--- config.mk ---
export PLATFORM = sky130hd
export DESIGN_NAME = iir_cfg_ctrl
export DESIGN_NICKNAME = d
export VERILOG_FILES = /design/src/rtl/iir_ctrl_pkg.sv /design/src/rtl/iir_status_sticky.sv /design/src/rtl/iir_cfg_ctrl.sv
export SDC_FILE = /design/constraint.sdc
export NUM_CORES = 1
export LEC_CHECK = 0
export CAP_MARGIN = 25
export CELL_PAD_IN_SITES_DETAIL_PLACEMENT = 1
export CELL_PAD_IN_SITES_GLOBAL_PLACEMENT = 2
export CORE_MARGIN = 2
export CORE_UTILIZATION = 25
export CTS_CLUSTER_DIAMETER = 60
export CTS_CLUSTER_SIZE = 8
export DETAILED_ROUTE_END_ITERATION = 10
export PLACE_DENSITY = 0.85
export SKIP_CTS_REPAIR_TIMING = 1
export SYNTH_ARGS = -nofsm -noshare
export SYNTH_HDL_FRONTEND = slang
export SYNTH_SLANG_ARGS = --single-unit
--- constraint.sdc ---
create_clock -name clk -period 3.2 [get_ports clk]
set_input_delay 0.8 -clock clk [delete_from_list [all_inputs] [get_ports clk]]
set_output_delay 0.8 -clock clk [all_outputs]
set_load 0.03 [all_outputs]
--- src/rtl/iir_ctrl_pkg.sv ---
// Shared types and constants for the notch-IIR configuration sequencer.
// Build option IIR_CTRL_VERIFY_EN is consumed by iir_cfg_ctrl, not here.
package iir_ctrl_pkg;

    typedef enum logic [2:0] {
        ST_IDLE   = 3'd0,
        ST_LOAD   = 3'd1,
        ST_WRITE  = 3'd2,
        ST_VERIFY = 3'd3,
        ST_SETTLE = 3'd4
    } ctrl_state_t;

    localparam logic [1:0] SEL_1MHZ   = 2'd0;
    localparam logic [1:0] SEL_2MHZ   = 2'd1;
    localparam logic [1:0] SEL_2_4MHZ = 2'd2;
    localparam logic [1:0] SEL_BYP    = 2'd3;

    localparam int COEFF_WIDTH_DEF = 20;

    typedef logic signed [COEFF_WIDTH_DEF-1:0] coeff_t;

    // Filter select to one-hot, bit order matching the bypass mask.
    function automatic logic [2:0] sel_onehot(input logic [1:0] sel);
        logic [2:0] oh;
        case (sel)
            SEL_1MHZ:   oh = 3'b001;
            SEL_2MHZ:   oh = 3'b010;
            SEL_2_4MHZ: oh = 3'b100;
            default:    oh = 3'b000;
        endcase
        return oh;
    endfunction

endpackage

--- src/rtl/iir_status_sticky.sv ---
// Single sticky status bit: set has priority over clear.
module iir_status_sticky (
    input  logic clk,
    input  logic rst_n,
    input  logic i_set,
    input  logic i_clr,
    output logic o_flag
);

    logic r_flag;

    // Sticky flag register, set dominates a coincident clear.
    always_ff @(posedge clk or negedge rst_n) begin
        if (!rst_n) begin
            r_flag <= 1'b0;
        end else if (i_set) begin
            r_flag <= 1'b1;
        end else if (i_clr) begin
            r_flag <= 1'b0;
        end else begin
            r_flag <= r_flag;
        end
    end

    assign o_flag = r_flag;

endmodule

--- src/rtl/iir_cfg_ctrl.sv ---
// Coefficient-set sequencer for the three notch IIR sections (load, write, settle).
// Build option: `define IIR_CTRL_VERIFY_EN adds the readback VERIFY state.
module iir_cfg_ctrl
    import iir_ctrl_pkg::*;
#(
    parameter int         COEFF_WIDTH   = 20,
    parameter int         COEFF_DEPTH   = 5,
    parameter int         SETTLE_CYCLES = 8,
    parameter logic [2:0] BYPASS_RST    = 3'b000
) (
    input  logic                               clk,
    input  logic                               rst_n,
    input  logic                               cfg_valid,
    output logic                               cfg_ready,
    input  logic [1:0]                         cfg_sel,
    input  logic [COEFF_WIDTH-1:0]             cfg_data,
    input  logic                               cfg_last,
    output logic                               coeff_wr_en_1MHz,
    output logic                               coeff_wr_en_2MHz,
    output logic                               coeff_wr_en_2_4MHz,
    output logic [COEFF_WIDTH*COEFF_DEPTH-1:0] coeff_bus,
    input  logic [COEFF_WIDTH*COEFF_DEPTH-1:0] coeff_out_1MHz,
    input  logic [COEFF_WIDTH*COEFF_DEPTH-1:0] coeff_out_2MHz,
    input  logic [COEFF_WIDTH*COEFF_DEPTH-1:0] coeff_out_2_4MHz,
    output logic                               bypass_1MHz,
    output logic                               bypass_2MHz,
    output logic                               bypass_2_4MHz,
    input  logic                               overflow_1MHz,
    input  logic                               overflow_2MHz,
    input  logic                               overflow_2_4MHz,
    input  logic                               underflow_1MHz,
    input  logic                               underflow_2MHz,
    input  logic                               underflow_2_4MHz,
    input  logic                               status_clr,
    output logic [2:0]                         sts_ovf,
    output logic [2:0]                         sts_unf,
    output logic                               busy,
    output logic                               cfg_done,
    output logic                               cfg_err
);

    localparam int BUS_W = COEFF_WIDTH * COEFF_DEPTH;
    localparam int IDX_W = $clog2(COEFF_DEPTH);
    localparam int CNT_W = $clog2(SETTLE_CYCLES + 1);
    localparam logic [IDX_W-1:0] IDX_LAST = IDX_W'(COEFF_DEPTH - 1);
    localparam logic [CNT_W-1:0] CNT_LAST = CNT_W'(SETTLE_CYCLES - 1);
    localparam logic [CNT_W-1:0] CNT_PRE  = CNT_W'(SETTLE_CYCLES - 2);
    localparam logic             DONE_ON_ENTRY = (SETTLE_CYCLES == 1) ? 1'b1 : 1'b0;

    ctrl_state_t            r_state;
    logic                   r_ready;
    logic                   r_busy;
    logic [IDX_W-1:0]       r_idx;
    logic [1:0]             r_tgt;
    logic [COEFF_WIDTH-1:0] r_stage [COEFF_DEPTH];
    logic [BUS_W-1:0]       r_shadow;
    logic [2:0]             r_mask;
    logic [2:0]             r_force;
    logic [2:0]             r_wr;
    logic [CNT_W-1:0]       r_cnt;
    logic                   r_mism;
    logic                   r_done;
    logic                   r_err;

    logic                   w_xfer;
    logic                   w_mism;
    logic [2:0]             w_ovf_in;
    logic [2:0]             w_unf_in;
    logic [2:0]             w_sts_ovf;
    logic [2:0]             w_sts_unf;

    assign w_xfer = cfg_valid & r_ready;

`ifdef IIR_CTRL_VERIFY_EN
    logic [BUS_W-1:0] w_readback;

    // Readback mux for the filter currently being committed.
    always_comb begin
        w_readback = {BUS_W{1'b0}};
        case (r_tgt)
            SEL_1MHZ:   w_readback = coeff_out_1MHz;
            SEL_2MHZ:   w_readback = coeff_out_2MHz;
            SEL_2_4MHZ: w_readback = coeff_out_2_4MHz;
            default:    w_readback = {BUS_W{1'b0}};
        endcase
    end

    assign w_mism = (w_readback != r_shadow);
`else
    logic w_unused_readback;
    assign w_unused_readback = ^{coeff_out_1MHz, coeff_out_2MHz, coeff_out_2_4MHz};
    assign w_mism = 1'b0;
`endif

    // Sequencer: words are staged so an aborted set never disturbs the committed shadow.
    always_ff @(posedge clk or negedge rst_n) begin
        if (!rst_n) begin
            r_state  <= ST_IDLE;
            r_ready  <= 1'b0;
            r_busy   <= 1'b0;
            r_idx    <= {IDX_W{1'b0}};
            r_tgt    <= 2'd0;
            for (int k = 0; k < COEFF_DEPTH; k++) begin
                r_stage[k] <= {COEFF_WIDTH{1'b0}};
            end
            r_shadow <= {BUS_W{1'b0}};
            r_mask   <= BYPASS_RST;
            r_force  <= 3'b000;
            r_wr     <= 3'b000;
            r_cnt    <= {CNT_W{1'b0}};
            r_mism   <= 1'b0;
            r_done   <= 1'b0;
            r_err    <= 1'b0;
        end else begin
            r_wr   <= 3'b000;
            r_done <= 1'b0;
            r_err  <= 1'b0;
            r_ready <= 1'b1;
            case (r_state)
                ST_IDLE: begin
                    if (w_xfer) begin
                        if (cfg_sel == SEL_BYP) begin
                            r_mask <= cfg_data[2:0];
                        end else begin
                            r_stage[0] <= cfg_data;
                            r_tgt      <= cfg_sel;
                            r_idx      <= IDX_W'(1);
                            r_busy     <= 1'b1;
                            r_state    <= ST_LOAD;
                        end
                    end else begin
                        r_state <= ST_IDLE;
                    end
                end
                ST_LOAD: begin
                    if (w_xfer) begin
                        if ((cfg_sel != r_tgt) || (cfg_last != (r_idx == IDX_LAST))) begin
                            r_err   <= 1'b1;
                            r_busy  <= 1'b0;
                            r_state <= ST_IDLE;
                        end else if (r_idx == IDX_LAST) begin
                            for (int k = 0; k < COEFF_DEPTH - 1; k++) begin
                                r_shadow[k*COEFF_WIDTH +: COEFF_WIDTH] <= r_stage[k];
                            end
                            r_shadow[(COEFF_DEPTH-1)*COEFF_WIDTH +: COEFF_WIDTH] <= cfg_data;
                            r_wr    <= sel_onehot(r_tgt);
                            r_force <= sel_onehot(r_tgt);
                            r_ready <= 1'b0;
                            r_state <= ST_WRITE;
                        end else begin
                            r_stage[r_idx] <= cfg_data;
                            r_idx          <= r_idx + IDX_W'(1);
                        end
                    end else begin
                        r_state <= ST_LOAD;
                    end
                end
                ST_WRITE: begin
                    r_ready <= 1'b0;
`ifdef IIR_CTRL_VERIFY_EN
                    r_state <= ST_VERIFY;
`else
                    r_cnt   <= {CNT_W{1'b0}};
                    r_mism  <= 1'b0;
                    r_done  <= DONE_ON_ENTRY;
                    r_state <= ST_SETTLE;
`endif
                end
                ST_VERIFY: begin
                    r_ready <= 1'b0;
                    r_cnt   <= {CNT_W{1'b0}};
                    r_mism  <= w_mism;
                    r_err   <= w_mism;
                    r_done  <= DONE_ON_ENTRY & ~w_mism;
                    r_state <= ST_SETTLE;
                end
                ST_SETTLE: begin
                    if (r_cnt == CNT_LAST) begin
                        r_force <= 3'b000;
                        r_busy  <= 1'b0;
                        r_state <= ST_IDLE;
                    end else begin
                        r_ready <= 1'b0;
                        r_cnt   <= r_cnt + CNT_W'(1);
                        r_done  <= (r_cnt == CNT_PRE) & ~r_mism;
                    end
                end
                default: begin
                    r_force <= 3'b000;
                    r_busy  <= 1'b0;
                    r_state <= ST_IDLE;
                end
            endcase
        end
    end

    assign w_ovf_in = {overflow_2_4MHz, overflow_2MHz, overflow_1MHz};
    assign w_unf_in = {underflow_2_4MHz, underflow_2MHz, underflow_1MHz};

    for (genvar g = 0; g < 3; g++) begin : g_sticky
        iir_status_sticky u_ovf (
            .clk    (clk),
            .rst_n  (rst_n),
            .i_set  (w_ovf_in[g]),
            .i_clr  (status_clr),
            .o_flag (w_sts_ovf[g])
        );
        iir_status_sticky u_unf (
            .clk    (clk),
            .rst_n  (rst_n),
            .i_set  (w_unf_in[g]),
            .i_clr  (status_clr),
            .o_flag (w_sts_unf[g])
        );
    end

    assign cfg_ready          = r_ready;
    assign busy               = r_busy;
    assign cfg_done           = r_done;
    assign cfg_err            = r_err;
    assign coeff_bus          = r_shadow;
    assign coeff_wr_en_1MHz   = r_wr[0];
    assign coeff_wr_en_2MHz   = r_wr[1];
    assign coeff_wr_en_2_4MHz = r_wr[2];
    assign bypass_1MHz        = r_mask[0] | r_force[0];
    assign bypass_2MHz        = r_mask[1] | r_force[1];
    assign bypass_2_4MHz      = r_mask[2] | r_force[2];
    assign sts_ovf            = w_sts_ovf;
    assign sts_unf            = w_sts_unf;

endmodule

==> run_1/cell_classes.png <==
The bar under the picture is 50 um long.
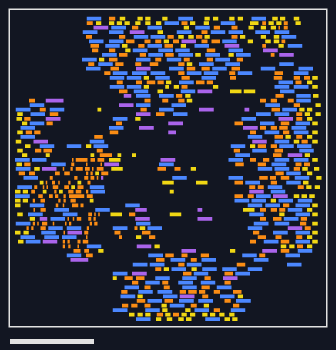
colour	class	cells
yellow	other buffers and delay cells	172
blue	flip-flops	211
purple	clock drivers and dummy loads	44
orange	all other logic	282

==> run_1/clock_map.png <==
The bar under the picture is 50 um long.
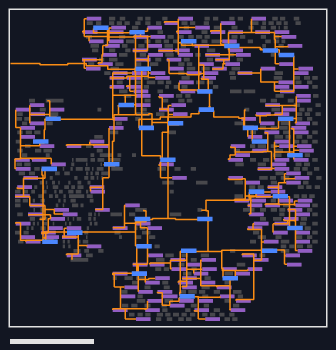
[blue] cells driving clock nets | count: 34
[purple] flip-flops | count: 211
[orange] clock wires | length: 3,120 um
routed clock nets	35

==> run_1/gate_families.png <==
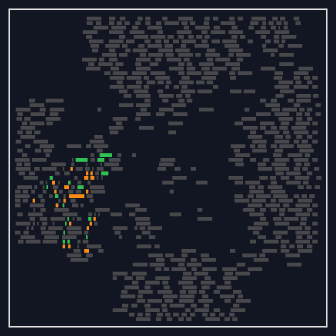
colour	family	cells	where
orange	inverting AOI/OAI gates	20	west
green	NAND gates	17	west

[run 1: flip-flops by register name, indices dropped and copies added (netlist names), 2 cells and up]
name / cells
r_cnt: 4
r_wr: 3
r_tgt: 2
r_idx: 3
g_sticky.u_unf.o_flag: 3
coeff_bus: 100
r_stage: 80
r_state: 3
r_force: 3
g_sticky.u_ovf.o_flag: 3
r_mask: 3
[run 1: metal layers]
metal / track usage / up-vias / routed length (um)
li1: - / 2200 / -
met1: 0.1527 / 2587 / 9193
met2: 0.2007 / 110 / 10370
met3: 0.02719 / 33 / 889
met4: 0.03185 / 0 / 379
met5: 0 / - / 0
[run 1: cells by family after synthesis]
kind of cell | after synthesis | synth area share
simple gates | 46 | 0.03550
buf+inv | 37 | 0.03638
flops | 211 | 0.6190
fa+ha+maj | 4 | 0.005868
mux | 184 | 0.2692
compound gates | 35 | 0.03095
xor+xnor | 3 | 0.003081
[run 1: final timing paths]
check                      slack (ps)                       end                startpoint
setup reg to reg                  660               r_stage[83]                  r_idx[0]
setup / recovery                  570               r_stage[52]                cfg_sel[0]
hold / removal                    280  g_sticky[1].u_unf.o_flag                     rst_n
hold reg to reg                   480  g_sticky[1].u_unf.o_flag  g_sticky[1].u_unf.o_flag
max in group asynchronous        2150               r_stage[84]                     rst_n
min in group clk                  480  g_sticky[1].u_unf.o_flag  g_sticky[1].u_unf.o_flag
[run 1: per-stage QoR]
stage	area [um^2]	cells	hold slack (ps)	power (mW)	setup slack [ps]
2_1_floorplan	8529	520	454.3	4.156	872.0
6_report	11630	1157	281.3	7.932	573.5
4_1_cts	11630	1157	280.5	8.085	542.0
3_3_place_gp	10610	1113	464.9	4.547	115.6
5_1_grt	11630	1157	294.5	8.328	482.8
3_5_place_dp	10610	1113	469.1	4.619	59.50
==> impl_metrics.env, run 1 <==
# physical design summary
export IMPL_cp_end_kind="flip-flop"
export IMPL_vias=4930
export IMPL_intPower_mw=5.988
export IMPL_taps=448
export IMPL_power_frac_comb=0.149
export IMPL_clk_pin_slew_ps=50
export IMPL_yosys_warnings=0
export IMPL_n_clock_buffer=39
export IMPL_yosysTopAreaCell="dfrtp_1"
export IMPL_final_util=0.3468
export IMPL_power_top_group="sequential cells"
export IMPL_track_usage=0.1187
export IMPL_synthTopCellsByCount="dfrtp_1 (211), mux2_2 (98), mux2_4 (60)"
export IMPL_syn_avg_cell_area_um2=16.40
export IMPL_switching_share=0.2450
export IMPL_ys_types=48
export IMPL_critPathBufInv=3
export IMPL_area_growth_syn_to_layout_pct=36.34
export IMPL_rsz0062_at_grt="false"
export IMPL_powerClk_mw=3.36
export IMPL_grt_max_degree=74
export IMPL_ys_seq_share=0.6190
export IMPL_gp_congestion=0.7355
export IMPL_reg2reg_depth=7
export IMPL_drtPass1Iterations=4
export IMPL_ys_area_um2=8529
export IMPL_most_common_layout_cells="dfrtp_1 (211), clkdlybuf4s50_1 (147), mux2_2 (98), mux2_4 (60), clkbuf_16 (35)"
export IMPL_chipArea_um2=35610
export IMPL_status="finished, final reports clean"
export IMPL_dp_final_hpwl_mm=13.88
export IMPL_synth_area_um2=8529
export IMPL_seq_cells=211
export IMPL_final_max_slew_violation_count=0
export IMPL_p_comb_mw=1.18
export IMPL_ir_drop_mv=0.2762
export IMPL_grt_first_pass_wirelength_mm=32.96
export IMPL_syn_inst=520
export IMPL_slowest_delay_ps=510
export IMPL_setup_viol=0
export IMPL_drive_gt1_frac=0.3385
export IMPL_crit_cells=7
export IMPL_p_seq_mw=3.39
export IMPL_tritoncts="built"
export IMPL_crit_required_ps=3570
export IMPL_core_area_um2=33530
export IMPL_cts_buffers=34
export IMPL_fin_skew_ps=15.51
export IMPL_switching_power_mw=1.944
export IMPL_clk_latency_ps=500
--- run 2 (diff from run 1) ---
==> constraint.sdc (replaced) <==
create_clock -name clk -period 2.7 [get_ports clk]
set_input_delay 0.675 -clock clk [delete_from_list [all_inputs] [get_ports clk]]
set_output_delay 0.675 -clock clk [all_outputs]
set_load 0.03 [all_outputs]
==> run_2/met2.png <==
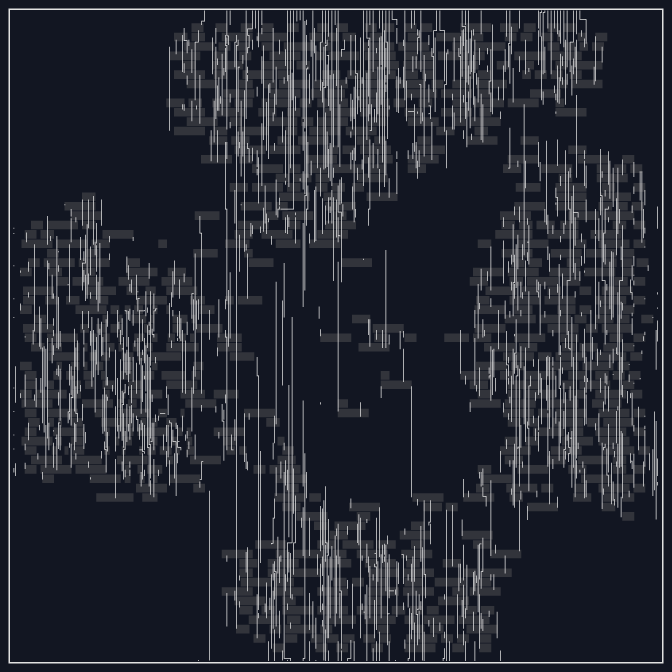
main direction	vertical
share of all routed wire	50%

==> run_2/gate_families.png <==
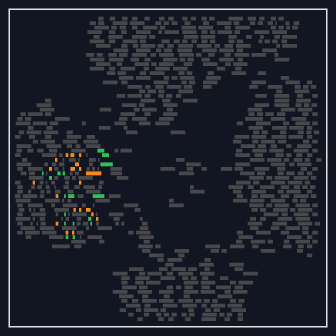
colour	family	cells	where
green	NAND gates	17	west
orange	inverting AOI/OAI gates	20	west

==> run_2/clock_map.png <==
The bar under the picture is 50 um long.
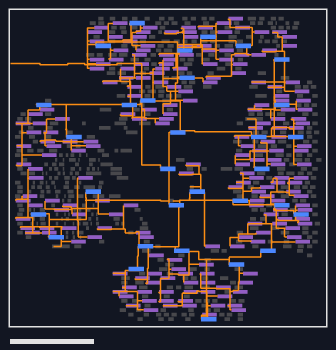
[blue] cells driving clock nets | count: 31
[orange] clock wires | length: 2,940 um
[purple] flip-flops | count: 211
flops lie	all over the die
routed clock nets	32

==> run 2 against run 1 <==
Net effect:
- non-clock buffer count increased by 9
- register-to-register slack worse by 330 ps
- cell count unchanged
- die area unchanged
- setup slack got worse by 440 ps
- largest cell class unchanged
- largest power group unchanged
==> impl_metrics.env, run 2 <==
# physical design summary
export IMPL_area_growth_syn_to_layout_pct=35.76
export IMPL_clk_latency_ps=530
export IMPL_final_cells=1157
export IMPL_ys_sh_simple=0.03550
export IMPL_final_util=0.3453
export IMPL_tritoncts="built"
export IMPL_most_common_layout_cells="dfrtp_1 (211), clkdlybuf4s50_1 (147), mux2_2 (98), mux2_4 (60), clkbuf_16 (31)"
export IMPL_fin_skew_ps=12.55
export IMPL_ys_seq_share=0.6190
export IMPL_place_inst=1122
export IMPL_clk_pin_slew_ps=50
export IMPL_hold_ws_ps=52.21
export IMPL_total_power_mw=8.928
export IMPL_ys_sh_adder=0.005868
export IMPL_ys_sh_xor=0.003081
export IMPL_syn_avg_cell_area_um2=16.40
export IMPL_largest_reg_flops=100
export IMPL_wl_met3_um=941
export IMPL_top_layer="met4"
export IMPL_synth_area_um2=8529
export IMPL_final_max_slew_violation_count=0
export IMPL_status="finished, final reports clean"
export IMPL_ys_area_um2=8529
export IMPL_yosys_warnings=0
export IMPL_synthTopCellsByCount="dfrtp_1 (211), mux2_2 (98), mux2_4 (60)"
export IMPL_setup_viol=0
export IMPL_top_logic_kind="multiplexers"
export IMPL_mux_share=0.2692
export IMPL_postLayoutCellArea_um2=11580
export IMPL_ir_drop_mv=0.4126
export IMPL_dp_final_hpwl_mm=13.84
export IMPL_grt_first_pass_wirelength_mm=32.68
export IMPL_syn_inst=520
export IMPL_gp_congestion=0.7598
export IMPL_drive_gt1_frac=0.3399
run 2: cell count changes in the layout (fill, tap and decap cells not counted):
cell        before  now
buf_4           15   20
buf_12           9   13
clkbuf_16       35   31
clkbuf_8         3    0
clkbuf_1         1    0
clkinv_4         1    0
clkinvlp_4       0    1
inv_16           1    0
run 2: power breakdown:
group          internal [mW]  switching [mW]  leakage, nW
combinational          0.865           0.593         2.30
sequential              3.69           0.318         2.83
clock                   2.19            1.27        0.415
total                   6.74            2.18         5.55
run 2: metal layers:
| layer | vias to the layer above | track usage |
|---|---|---|
| met5 | - | 0 |
| met4 | 0 | 0.02614 |
| met3 | 26 | 0.02272 |
| met2 | 109 | 0.1961 |
| met1 | 2589 | 0.1560 |
| li1 | 2206 | - |
run 2: critical path: stages (launching register included):
cell	delay (ps)
dfrtp_1	430
or2_2	310
clkdlybuf4s50_1	630
run 2: path summary, 6_finish.rpt:
| path | from | to | slack (ps) | cells after the start |
|---|---|---|---|---|
| min in group clk | coeff_bus[8] | coeff_bus[8] | 480 | 1 |
| max reg2reg | r_idx[1] | r_stage[84] | 330 | 7 |
| min reg2reg | coeff_bus[8] | coeff_bus[8] | 480 | 1 |
| max in group asynchronous | rst_n | coeff_bus[6] | 1980 | 2 |
| max | r_force[0] | bypass_1MHz | 130 | 2 |
| min | rst_n | g_sticky[0].u_unf.o_flag | 50 | 1 |
run 2: area by class of cell:
cell class                      count  area, um^2  share of cell area
Sequential cell                   211        5280              0.4560
Multi-Input combinational cell    272        2948              0.2546
Clock buffer                       31       775.7             0.06699
Inverter                           10       42.54            0.003674
Tap cell                          448       560.5             0.04841
Timing Repair Buffer              181        1897              0.1638
Clock inverter                      4       76.32            0.006591
--- run 3 (diff from run 2) ---
--- a/config.mk
+++ b/config.mk
@@ -11,7 +11,7 @@
 export CORE_MARGIN = 2
 export CORE_UTILIZATION = 25
 export CTS_CLUSTER_DIAMETER = 60
-export CTS_CLUSTER_SIZE = 8
+export CTS_CLUSTER_SIZE = 28
 export DETAILED_ROUTE_END_ITERATION = 10
 export PLACE_DENSITY = 0.85
 export SKIP_CTS_REPAIR_TIMING = 1
==> run_3/clock_map.png <==
The bar under the picture is 50 um long.
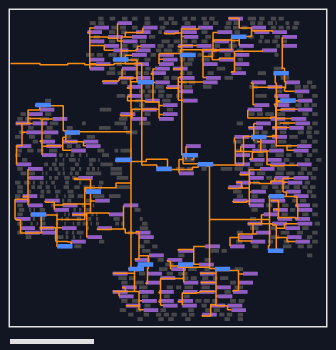
[orange] clock wires | length: 2,870 um
[purple] flip-flops | count: 211
[blue] cells driving clock nets | count: 22
flops lie	all over the die
routed clock nets	23

==> run_3/met2.png <==
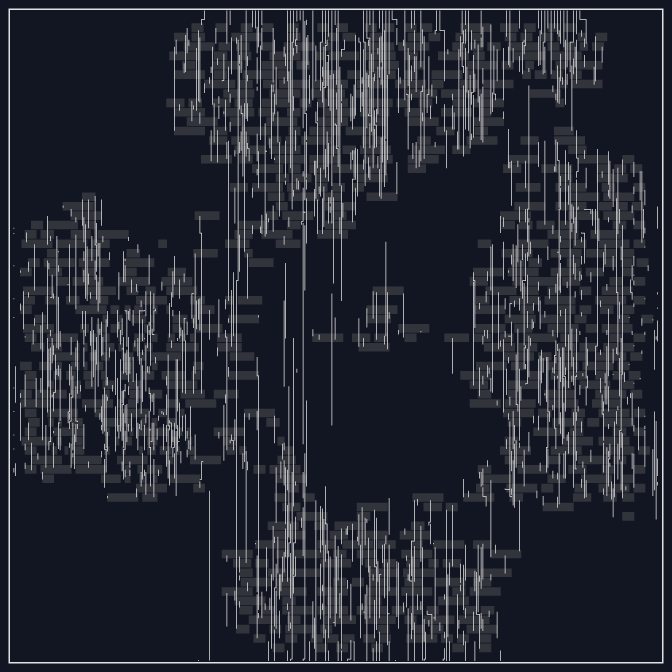
share of all routed wire	49%
wire length on this layer	10,100 um
nets with wire on the layer	712
longest straight run	101 um
main direction	vertical

==> run_3/gate_families.png <==
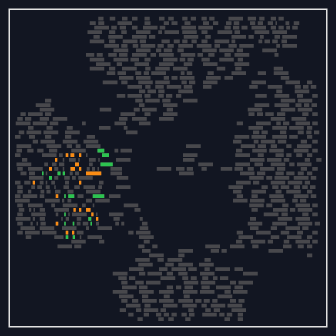
colour	family	cells	where
orange	inverting AOI/OAI gates	20	west
green	NAND gates	17	west

==> run 3 against run 2 <==
Net effect:
- cell area down 0.59%
- critical path depth is the same
- first-iteration DRC count rose by 10%
- die area unchanged
- sequential cell count stayed put
- worst hold slack improved by 15 ps
- highest routed layer unchanged
- critical path type unchanged
==> impl_metrics.env, run 3 <==
# physical design summary
export IMPL_status="finished, final reports clean"
export IMPL_total_power_mw=8.665
export IMPL_synthTopCellsByCount="dfrtp_1 (211), mux2_2 (98), mux2_4 (60)"
export IMPL_most_common_layout_cells="dfrtp_1 (211), clkdlybuf4s50_1 (147), mux2_2 (98), mux2_4 (60), mux2_1 (25)"
export IMPL_clk_latency_ps=520
export IMPL_dp_final_hpwl_mm=13.84
export IMPL_track_usage=0.1155
export IMPL_clk_pin_slew_ps=80
export IMPL_cts_buffers=22
export IMPL_largest_reg_flops=100
export IMPL_use_met2=0.1947
export IMPL_drtPass1Iterations=4
export IMPL_top_logic_kind="multiplexers"
export IMPL_cp_end_kind="output pin"
export IMPL_yosysTopAreaCell="dfrtp_1"
export IMPL_power_frac_comb=0.168
export IMPL_power_frac_clock=0.372
export IMPL_startpoint="r_force[0]"
export IMPL_vias=4918
export IMPL_syn_avg_cell_area_um2=16.40
export IMPL_drive_gt1_frac=0.3445
export IMPL_hold_ws_ps=67.47
export IMPL_rsz0062_at_grt="false"
export IMPL_ys_sh_adder=0.005868
export IMPL_crit_required_ps=2030
export IMPL_ys_sh_aoi=0.03095
export IMPL_met1_usage=0.1531
export IMPL_syn_inst=520
==> run 3: cell counts after synthesis <==
Identical to the previous run, type by type.
==> run 3: cells by family after synthesis <==
group                    count (synthesis)
adder cells (fa/ha/maj)                  4
AND/OR/NAND/NOR                         46
multiplexers                           184
flip-flops                             211
XOR/XNOR                                 3
buffers and inverters                   37
AND-OR/OR-AND                           35
==> run 3: critical path: stages, from the launching register on <==
cell	delay (ps)
dfrtp_1	410
or2_2	300
clkdlybuf4s50_1	630
==> run 3: through the flow <==
step	worst slack (ps)	cells	util	instance area [um^2]	TNS, ps
CTS	129.0	1162	0.3433	11510	0
floorplan	415.3	520	-	8529	0
detailed placement	-122.5	1122	0.3199	10730	-4749
global route	100.2	1162	0.3433	11510	0
finish	174.5	1162	0.3433	11510	0
global placement	-95.27	1122	0.3199	10730	-2511
==> run 3: power groups by stage <==
stage	clock [mW]	sequential (mW)	combinational [mW]
final	3.22	3.99	1.46
after global routing	3.45	4.07	1.58
after CTS	3.32	3.99	1.49
after detailed placement	0	4.05	1.48
after global placement	0	4.00	1.43
after floorplan	0	4.03	0.895
==> run 3: layout make-up <==
cell class,count,area (um^2),area share
flip-flops and latches,211,5280,0.4587
clock buffers,24,589.3,0.05120
multi-input cells,272,2948,0.2561
clock inverters,16,193.9,0.01685
inverters,10,42.54,0.003696
repair buffers,181,1897,0.1648
well taps,448,560.5,0.04870
==> run 3: final timing paths <==
check	to	slack, ps	cells after the start
max	bypass_1MHz	170	2
min	coeff_bus[89]	70	1
max reg2reg	r_stage[82]	330	7
min reg2reg	coeff_bus[18]	490	1
max in group asynchronous	r_stage[46]	1960	2
min in group clk	coeff_bus[18]	490	1
Power is estimated from default activity; no workload was simulated.
